===== src/rtl/jtag_master_pkg.sv =====
// rtl/jtag_master_pkg.sv - shared types and constants for the JTAG scan master
package jtag_master_pkg;

    typedef enum logic [1:0] {
        OP_RESET   = 2'd0,
        OP_IR_SCAN = 2'd1,
        OP_DR_SCAN = 2'd2,
        OP_RSVD    = 2'd3
    } cmd_op_t;

    typedef enum logic [1:0] {
        ST_IDLE,
        ST_RUN,
        ST_RESP
    } state_t;

    localparam logic [3:0] IDCODE_IR = 4'b0010;
    localparam logic [3:0] BYPASS_IR = 4'b1111;

    // Applied LSB first: five ones reach Test-Logic-Reset from anywhere, then 0,1 to Select-DR-Scan
    localparam logic [6:0] RESET_TMS  = 7'b1011111;
    localparam int         RESET_BITS = 7;

endpackage


===== src/rtl/jtag_scan_master_if.sv =====
// rtl/jtag_scan_master_if.sv - command/response handshake bundle for the JTAG scan master
interface jtag_scan_master_if #(
    parameter int MAX_DR_BITS = 64,
    parameter int LW          = $clog2(MAX_DR_BITS + 1)
);
    logic                   cmd_valid;
    logic                   cmd_ready;
    logic [1:0]             cmd_op;
    logic [LW-1:0]          cmd_len;
    logic [MAX_DR_BITS-1:0] cmd_data;
    logic                   rsp_valid;
    logic                   rsp_ready;
    logic [MAX_DR_BITS-1:0] rsp_data;
    logic                   rsp_err;

    modport master (
        output cmd_valid, cmd_op, cmd_len, cmd_data, rsp_ready,
        input  cmd_ready, rsp_valid, rsp_data, rsp_err
    );

    modport slave (
        input  cmd_valid, cmd_op, cmd_len, cmd_data, rsp_ready,
        output cmd_ready, rsp_valid, rsp_data, rsp_err
    );
endinterface


===== src/rtl/jtag_tck_gen.sv =====
// rtl/jtag_tck_gen.sv - gated TCK divider with one-cycle rise/fall strobes
module jtag_tck_gen #(
    parameter int TCK_DIV = 2
) (
    input  logic clk,
    input  logic trst_,
    input  logic en,
    output logic tck,
    output logic rise,
    output logic fall
);
    localparam int PW = $clog2(2 * TCK_DIV);
    localparam logic [PW-1:0] PH_RISE = PW'(TCK_DIV - 1);
    localparam logic [PW-1:0] PH_LAST = PW'(2 * TCK_DIV - 1);

    logic [PW-1:0] ph_q;

    // Strobes flag the cycle whose closing edge moves tck
    assign rise = en && (ph_q == PH_RISE);
    assign fall = en && (ph_q == PH_LAST);

    always_ff @(posedge clk or posedge trst_) begin
        if (trst_) begin
            ph_q <= '0;
            tck  <= 1'b0;
        end else if (!en) begin
            ph_q <= '0;
            tck  <= 1'b0;
        end else begin
            ph_q <= fall ? '0 : ph_q + PW'(1);
            if (rise)
                tck <= 1'b1;
            else if (fall)
                tck <= 1'b0;
        end
    end
endmodule


===== src/rtl/jtag_scan_master.sv =====
// rtl/jtag_scan_master.sv - JTAG master sequencing a TAP from command/response handshakes
module jtag_scan_master
    import jtag_master_pkg::*;
#(
    parameter int IR_LENGTH   = 4,
    parameter int MAX_DR_BITS = 64,
    parameter int TCK_DIV     = 2,
    parameter int LW          = $clog2(MAX_DR_BITS + 1)
) (
    input  logic              clk,
    input  logic              trst_,
    jtag_scan_master_if.slave bus,
    output logic              tck,
    output logic              tms,
    output logic              tdi,
    input  logic              tdo
);
    localparam int BW = LW + 3;
    localparam logic [BW-1:0] ONE = BW'(1);

    state_t                 state_q, state_d;
    cmd_op_t                cmd_op, op_q, sel_op;
    logic [BW-1:0]          bit_q, last_q, pre_q, slen_q;
    logic [BW-1:0]          new_pre, new_slen, new_last, sel_pre, sel_slen, k_nx;
    logic [MAX_DR_BITS-1:0] data_q, cap_q;
    logic                   err_q, tap_known_q;
    logic                   rise, fall, accept, reject, last_bit, in_shift, shift_nx, tms_nx;

    jtag_tck_gen #(.TCK_DIV(TCK_DIV)) u_tck_gen (
        .clk  (clk),
        .trst_(trst_),
        .en   (state_q == ST_RUN),
        .tck  (tck),
        .rise (rise),
        .fall (fall)
    );

    assign cmd_op = cmd_op_t'(bus.cmd_op);
    assign accept = (state_q == ST_IDLE) && bus.cmd_valid;
    assign reject = (cmd_op == OP_RSVD)
                 || ((cmd_op == OP_DR_SCAN) && ((bus.cmd_len == '0) || (bus.cmd_len > LW'(MAX_DR_BITS))))
                 || ((cmd_op != OP_RESET) && !tap_known_q);

    // A scan is pre bits (to Shift-xR), slen shift bits, then two exit bits back to Select-DR-Scan
    assign new_pre  = (cmd_op == OP_IR_SCAN) ? BW'(3) : (cmd_op == OP_DR_SCAN) ? BW'(2) : '0;
    assign new_slen = (cmd_op == OP_IR_SCAN) ? BW'(IR_LENGTH) :
                      (cmd_op == OP_DR_SCAN) ? BW'(bus.cmd_len) : '0;
    assign new_last = (cmd_op == OP_RESET) ? BW'(RESET_BITS - 1) : new_pre + new_slen + ONE;

    assign last_bit = (bit_q == last_q);
    assign in_shift = (bit_q >= pre_q) && (bit_q < pre_q + slen_q);

    assign sel_op   = (state_q == ST_IDLE) ? cmd_op   : op_q;
    assign sel_pre  = (state_q == ST_IDLE) ? new_pre  : pre_q;
    assign sel_slen = (state_q == ST_IDLE) ? new_slen : slen_q;
    assign k_nx     = (state_q == ST_IDLE) ? '0 : bit_q + ONE;
    assign shift_nx = (k_nx >= sel_pre) && (k_nx < sel_pre + sel_slen);

    always_comb begin
        tms_nx = 1'b1;
        if (sel_op == OP_RESET)
            tms_nx = RESET_TMS[k_nx[2:0]];
        else if (k_nx < sel_pre)
            tms_nx = (sel_op == OP_IR_SCAN) && (k_nx == '0);
        else if (shift_nx)
            tms_nx = (k_nx == sel_pre + sel_slen - ONE);
    end

    always_ff @(posedge clk or posedge trst_) begin
        if (trst_)
            state_q <= ST_IDLE;
        else
            state_q <= state_d;
    end

    always_comb begin
        state_d = state_q;
        case (state_q)
            ST_IDLE: if (bus.cmd_valid)  state_d = reject ? ST_RESP : ST_RUN;
            ST_RUN:  if (fall && last_bit) state_d = ST_RESP;
            ST_RESP: if (bus.rsp_ready)  state_d = ST_IDLE;
            default: state_d = ST_IDLE;
        endcase
    end

    always_ff @(posedge clk or posedge trst_) begin
        if (trst_) begin
            op_q        <= OP_RESET;
            bit_q       <= '0;
            last_q      <= '0;
            pre_q       <= '0;
            slen_q      <= '0;
            data_q      <= '0;
            cap_q       <= '0;
            err_q       <= 1'b0;
            tap_known_q <= 1'b0;
            tms         <= 1'b1;
            tdi         <= 1'b0;
        end else if (accept) begin
            op_q   <= cmd_op;
            pre_q  <= new_pre;
            slen_q <= new_slen;
            last_q <= new_last;
            data_q <= bus.cmd_data;
            cap_q  <= '0;
            err_q  <= reject;
            bit_q  <= '0;
            if (!reject) begin
                tms <= tms_nx;
                tdi <= 1'b0;
            end
            if (!reject && (cmd_op == OP_RESET))
                tap_known_q <= 1'b1;
        end else if (state_q == ST_RUN) begin
            // Capture enters at the top; the final right-align puts the first TDO bit at LSB
            if (rise && in_shift)
                cap_q <= {tdo, cap_q[MAX_DR_BITS-1:1]};
            if (fall && last_bit)
                cap_q <= cap_q >> (BW'(MAX_DR_BITS) - slen_q);
            if (fall && !last_bit) begin
                bit_q <= bit_q + ONE;
                tms   <= tms_nx;
                tdi   <= shift_nx & data_q[0];
                if (shift_nx)
                    data_q <= data_q >> 1;
            end
        end
    end

    assign bus.cmd_ready = (state_q == ST_IDLE);
    assign bus.rsp_valid = (state_q == ST_RESP);
    assign bus.rsp_data  = cap_q;
    assign bus.rsp_err   = err_q;
endmodule

===== src/flat_wrapper.sv =====
// flat-port wrapper written by rule: the top's interface ports become plain ports
module jtag_scan_master_flat import jtag_master_pkg::*;
#(
    parameter int IR_LENGTH   = 4,
    parameter int MAX_DR_BITS = 64,
    parameter int TCK_DIV     = 2,
    parameter int LW          = $clog2(MAX_DR_BITS + 1)
)
  (clk, trst_, tck, tms, tdi, tdo, bus_cmd_valid, bus_cmd_op, bus_cmd_len, bus_cmd_data, bus_rsp_ready, bus_cmd_ready, bus_rsp_valid, bus_rsp_data, bus_rsp_err);
  jtag_scan_master_if #(.MAX_DR_BITS(MAX_DR_BITS), .LW(LW)) bus_i ();
  input  logic clk;
  input  logic trst_;
  output logic tck;
  output logic tms;
  output logic tdi;
  input  logic tdo;
  input wire logic [$bits(bus_i.cmd_valid)-1:0] bus_cmd_valid;
  input wire logic [$bits(bus_i.cmd_op)-1:0] bus_cmd_op;
  input wire logic [$bits(bus_i.cmd_len)-1:0] bus_cmd_len;
  input wire logic [$bits(bus_i.cmd_data)-1:0] bus_cmd_data;
  input wire logic [$bits(bus_i.rsp_ready)-1:0] bus_rsp_ready;
  output wire logic [$bits(bus_i.cmd_ready)-1:0] bus_cmd_ready;
  output wire logic [$bits(bus_i.rsp_valid)-1:0] bus_rsp_valid;
  output wire logic [$bits(bus_i.rsp_data)-1:0] bus_rsp_data;
  output wire logic [$bits(bus_i.rsp_err)-1:0] bus_rsp_err;
  assign bus_i.cmd_valid = bus_cmd_valid;
  assign bus_i.cmd_op = bus_cmd_op;
  assign bus_i.cmd_len = bus_cmd_len;
  assign bus_i.cmd_data = bus_cmd_data;
  assign bus_i.rsp_ready = bus_rsp_ready;
  assign bus_cmd_ready = bus_i.cmd_ready;
  assign bus_rsp_valid = bus_i.rsp_valid;
  assign bus_rsp_data = bus_i.rsp_data;
  assign bus_rsp_err = bus_i.rsp_err;
  jtag_scan_master #(.IR_LENGTH(IR_LENGTH), .MAX_DR_BITS(MAX_DR_BITS), .TCK_DIV(TCK_DIV), .LW(LW)) u_core (.clk(clk), .trst_(trst_), .bus(bus_i), .tck(tck), .tms(tms), .tdi(tdi), .tdo(tdo));
endmodule

===== config.mk =====
export PLATFORM = sky130hd
export DESIGN_NAME = jtag_scan_master_flat
export DESIGN_NICKNAME = d
export VERILOG_FILES = /design/src/rtl/jtag_master_pkg.sv /design/src/rtl/jtag_scan_master_if.sv /design/src/rtl/jtag_tck_gen.sv /design/src/rtl/jtag_scan_master.sv /design/src/flat_wrapper.sv
export SDC_FILE = /design/constraint.sdc
export NUM_CORES = 1
export LEC_CHECK = 0
export CAP_MARGIN = 20
export CORE_ASPECT_RATIO = 0.9
export CORE_UTILIZATION = 40
export CTS_BUF_LIST = sky130_fd_sc_hd__clkbuf_8 sky130_fd_sc_hd__clkbuf_16
export DETAILED_ROUTE_END_ITERATION = 16
export DONT_BUFFER_PORTS = 1
export PLACE_DENSITY_LB_ADDON = 0.12
export REMOVE_ABC_BUFFERS = 1
export SLEW_MARGIN = 20
export SYNTH_ARGS = -nofsm -noshare
export SYNTH_HDL_FRONTEND = slang
export SYNTH_SLANG_ARGS = --single-unit

===== constraint.sdc =====
create_clock -name clk -period 15.75 [get_ports clk]
set_input_delay 1.575 -clock clk [delete_from_list [all_inputs] [get_ports clk]]
set_output_delay 1.575 -clock clk [all_outputs]
set_load 0.02 [all_outputs]

==> CHANGELOG.md, run 1 <==
### Changed

* Status: completed
* Yosys warns at 0
* Area delta synth->final at 5.76%
* Most frequent logic cell in the layout: nand2_1
* Post-synth mux share at 0.154
* Synth area leader: dfrtp_1
* Share of layout cells above drive strength 1 at 0.0987
* Comb gates at around 1.3k
* Data buffer area share at 0.0120
* Sequential Power Share at 0.222
* ANT cells at 0
* Metal2 WL at just under 20 mm
* Avg WL per Cell at 23.1 um
* Crit path max fanout at approximately 65
* Global-route wire length before repair at 72.2 mm
* Routed wl met3 at roughly 4.5 mm
* Post CTS Setup Buffer Count at 0
* Top cells excl fill/tap: 265 x nand2_1, 177 x nor2_1, 173 x a21oi_1
* Top delay family on crit path: simple AND/OR/NAND/NOR gates
* Flops & latches, synth at roughly 170
* Biggest Area Class: logic gates
* Aoi share at 0.229
* Initial antenna violation count at 1
* HP Start: u_core.tap_known_q$_DFFE_PP0P_
* Via count at ~13k
* Synth Seq Share at 0.305
* Non-clk invs at 35
* Post-layout instance area at 14400 um^2
* Combinational power at around 2.2 mW
* Reg2reg start: u_core.state_q[0]$_DFFE_PP0P_
* Ys cells at between 1.5k and 2k
* Busiest grt layer: met1
* Post-synth EDFFs at 0
* Min Hold Slack at about 0.47 ns
* Longest Clk Path Bufs at 2
* Final setup margin at about 9.6 ns
* Logic area at ~8800 um^2
* Met1 wire length at between 20 and 25 mm
* Die ar. at ~35000 um^2
* Largest net degree at the start of global routing at approximately 96
* Final ANT Viol Nets at 0
* Non-filler cells, final at 2035
* Pre-Repair DR Iteration Count at 6
* Crit Path Category: primary input to register
* Filler instances at roughly 3.5k
run_1/port_nets.png
Scale: 2 px per um.
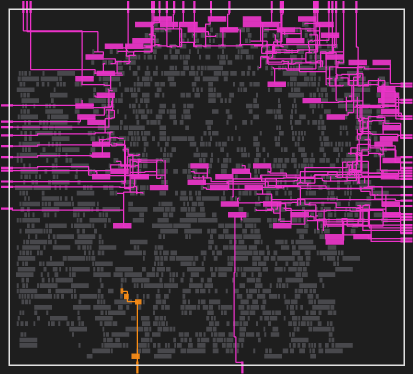
orange -> bus_cmd_valid  # bits 1, direction input, edge bottom, end cells 4, buffers 0, wire 44.2 um
magenta -> bus_rsp_data  # bits 64, direction output, edge 28 right, 24 top, 11 left, 1 bottom, end cells 64, buffers 0, wire 4780 um
Boundary Pins: 148
port bufs: 0

run_1/final_clocks.png
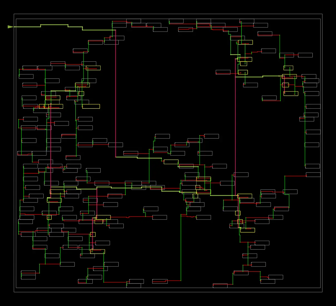
Clock Power: 443 uW
skew final: 0.0157 ns
TritonCTS Sinks: 166

run_1/registers.png
Scale: 1.5 px per um. Other sequential cells in the stronger grey, the rest of the logic in the fainter grey.
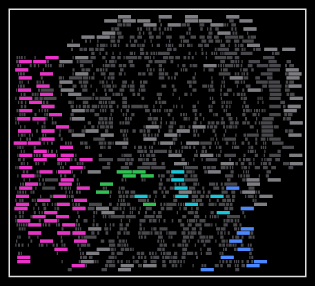
green -> u_core.slen_q  # sequential cells 7
blue -> u_core.bit_q  # sequential cells 10, where lower right
cyan -> u_core.last_q  # sequential cells 8
magenta -> u_core.data_q  # sequential cells 64
Flop area: 4160 um^2
Util after Layout: 0.434

run_1/gate_families.png
Scale: 2 px per um.
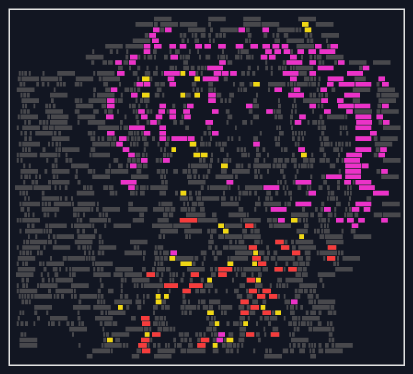

## Run 2: what changed since run 1
==> constraint.sdc (replaced) <==
create_clock -name clk -period 5.2 [get_ports clk]
set_input_delay 0.52 -clock clk [delete_from_list [all_inputs] [get_ports clk]]
set_output_delay 0.52 -clock clk [all_outputs]
set_load 0.02 [all_outputs]
run_2/gate_families.png
Scale: 2 px per um.
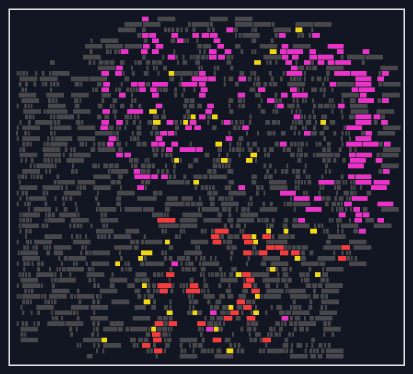
magenta -> multiplexers  # cells 161
red -> adder and majority cells  # cells 38, where bottom centre
yellow -> AND-OR and OR-AND gates  # cells 40
combinational share of cell area: 0.601
most frequent logic cell in the layout: nand2_1
non-filler cells, final: 2056

==> run 2 against run 1 <==
Compared with the run above: design area grew 1.3%; power grew to 3.1 times the previous value; non-clock buffer count grew 21; first-iteration DRC count grew 1.4%; hold slack lost 0.44 ns; final cell count grew 1.0%; largest cell class unchanged; register-to-register slack lost 9.5 ns; sequential power grew to 3.0 times the previous value; critical path type is now register to register; clock power grew to 3.0 times the previous value.
==> CHANGELOG.md, run 2 <==
### Changed

* Skew final at 0.0158 ns
* Logic area at ~9000 um^2
* ANT cells at 0
* Crit path max fanout at 65
* Crit Path Category: register to register
* Non-clk invs at 35
* Top cells excl fill/tap: 265 x nand2_1, 177 x nor2_1, 173 x a21oi_1
* Area delta synth->final at 7.16%
* Filler instances at ~3.4k
* Min Hold Slack at roughly 0.032 ns
* Avg WL per Cell at roughly 23 um
* Largest net degree at the start of global routing at 98
* Post-layout instance area at between 10000 and 15000 um^2
* TritonCTS Sinks at approximately 170
* Comb gates at about 1.3k
* Post CTS Setup Buffer Count at 0
* Port bufs at 0
* Status: completed
* Yosys warns at 0
* Post-synth mux share at 0.154
run_2/metal_stack.png
Scale: 2 px per um.
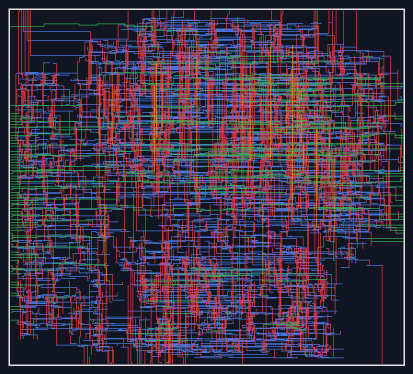

## Run 3: what changed since run 2
--- a/config.mk
+++ b/config.mk
@@ -7,7 +7,7 @@
 export LEC_CHECK = 0
 export CAP_MARGIN = 20
 export CORE_ASPECT_RATIO = 0.9
-export CORE_UTILIZATION = 40
+export CORE_UTILIZATION = 50
 export CTS_BUF_LIST = sky130_fd_sc_hd__clkbuf_8 sky130_fd_sc_hd__clkbuf_16
 export DETAILED_ROUTE_END_ITERATION = 16
 export DONT_BUFFER_PORTS = 1
run_3/metal_stack.png
Scale: 2 px per um.
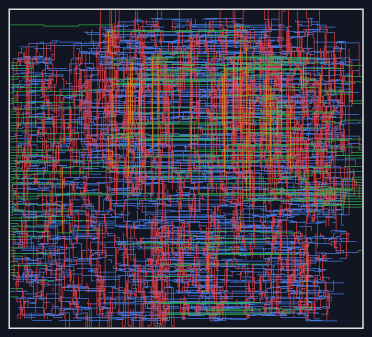
green -> met3  # wire length 5300 um
red -> met2  # wire length 18500 um
blue -> met1  # wire length 20.3 mm
orange -> met4  # wire length 1040 um
via count: 12.7k
Post-Route WL: 45.1 mm
gr usage total: 0.326
Avg WL per Cell: 23.2 um

==> run 3 against run 2 <==
Compared with the run above: clock skew shrank 0.0016 ns; sequential cell count stayed put; sequential power about the same; final cell count shrank 5.5%; synthesized area stayed put; count of clock-buffer cells in the layout is 1 lower; die area decreased by 20%; global-route usage up 4.7 points; fmax grew 0.41%; critical endpoint is now u_core.data_q[29]$_DFFE_PP0P_; largest cell class unchanged; largest power group unchanged.
==> CHANGELOG.md, run 3 <==
### Changed

* Share of layout cells above drive strength 1 at 0.107
* Routed wl met3 at roughly 5.3 mm
* Comb gates at between 1k and 1.5k
* Boundary Pins at ~150
* Global-route wire length before repair at 70.0 mm
* Flops & latches, synth at between 150 and 200
* Most frequent logic cell in the layout: nand2_1
* Filler instances at between 2k and 2.5k
* Die ar. at 28000 um^2
* Combinational share of cell area at 0.607
* Aoi share at 0.229
* Initial antenna violation count at 1
* Min Hold Slack at around 0.037 ns
* Largest net degree at the start of global routing at ~72
* Port bufs at 0
* Crit Path Category: register to register
* Crit path max fanout at roughly 65
* Logic area at around 9000 um^2
* Top cells excl fill/tap: 265 x nand2_1, 177 x nor2_1, 173 x a21oi_1
* Non-filler cells, final at 1943
* Non-clk invs at 35
* Synth area leader: dfrtp_1
* Area delta synth->final at 6.22%
* Pre-Repair DR Iteration Count at 5
* Met1 wire length at 20.3 mm
* Sequential Power Share at 0.212
* Biggest Area Class: logic gates
* Yosys warns at 0
* Longest Clk Path Bufs at 2
* Data buffer area share at 0.0218
* Metal2 WL at around 18 mm
* Status: completed
* Flop area at 4160 um^2
* TritonCTS Sinks at about 170
* Util after Layout at 0.549
No activity file was given, so power comes from the tool's default toggle rates.
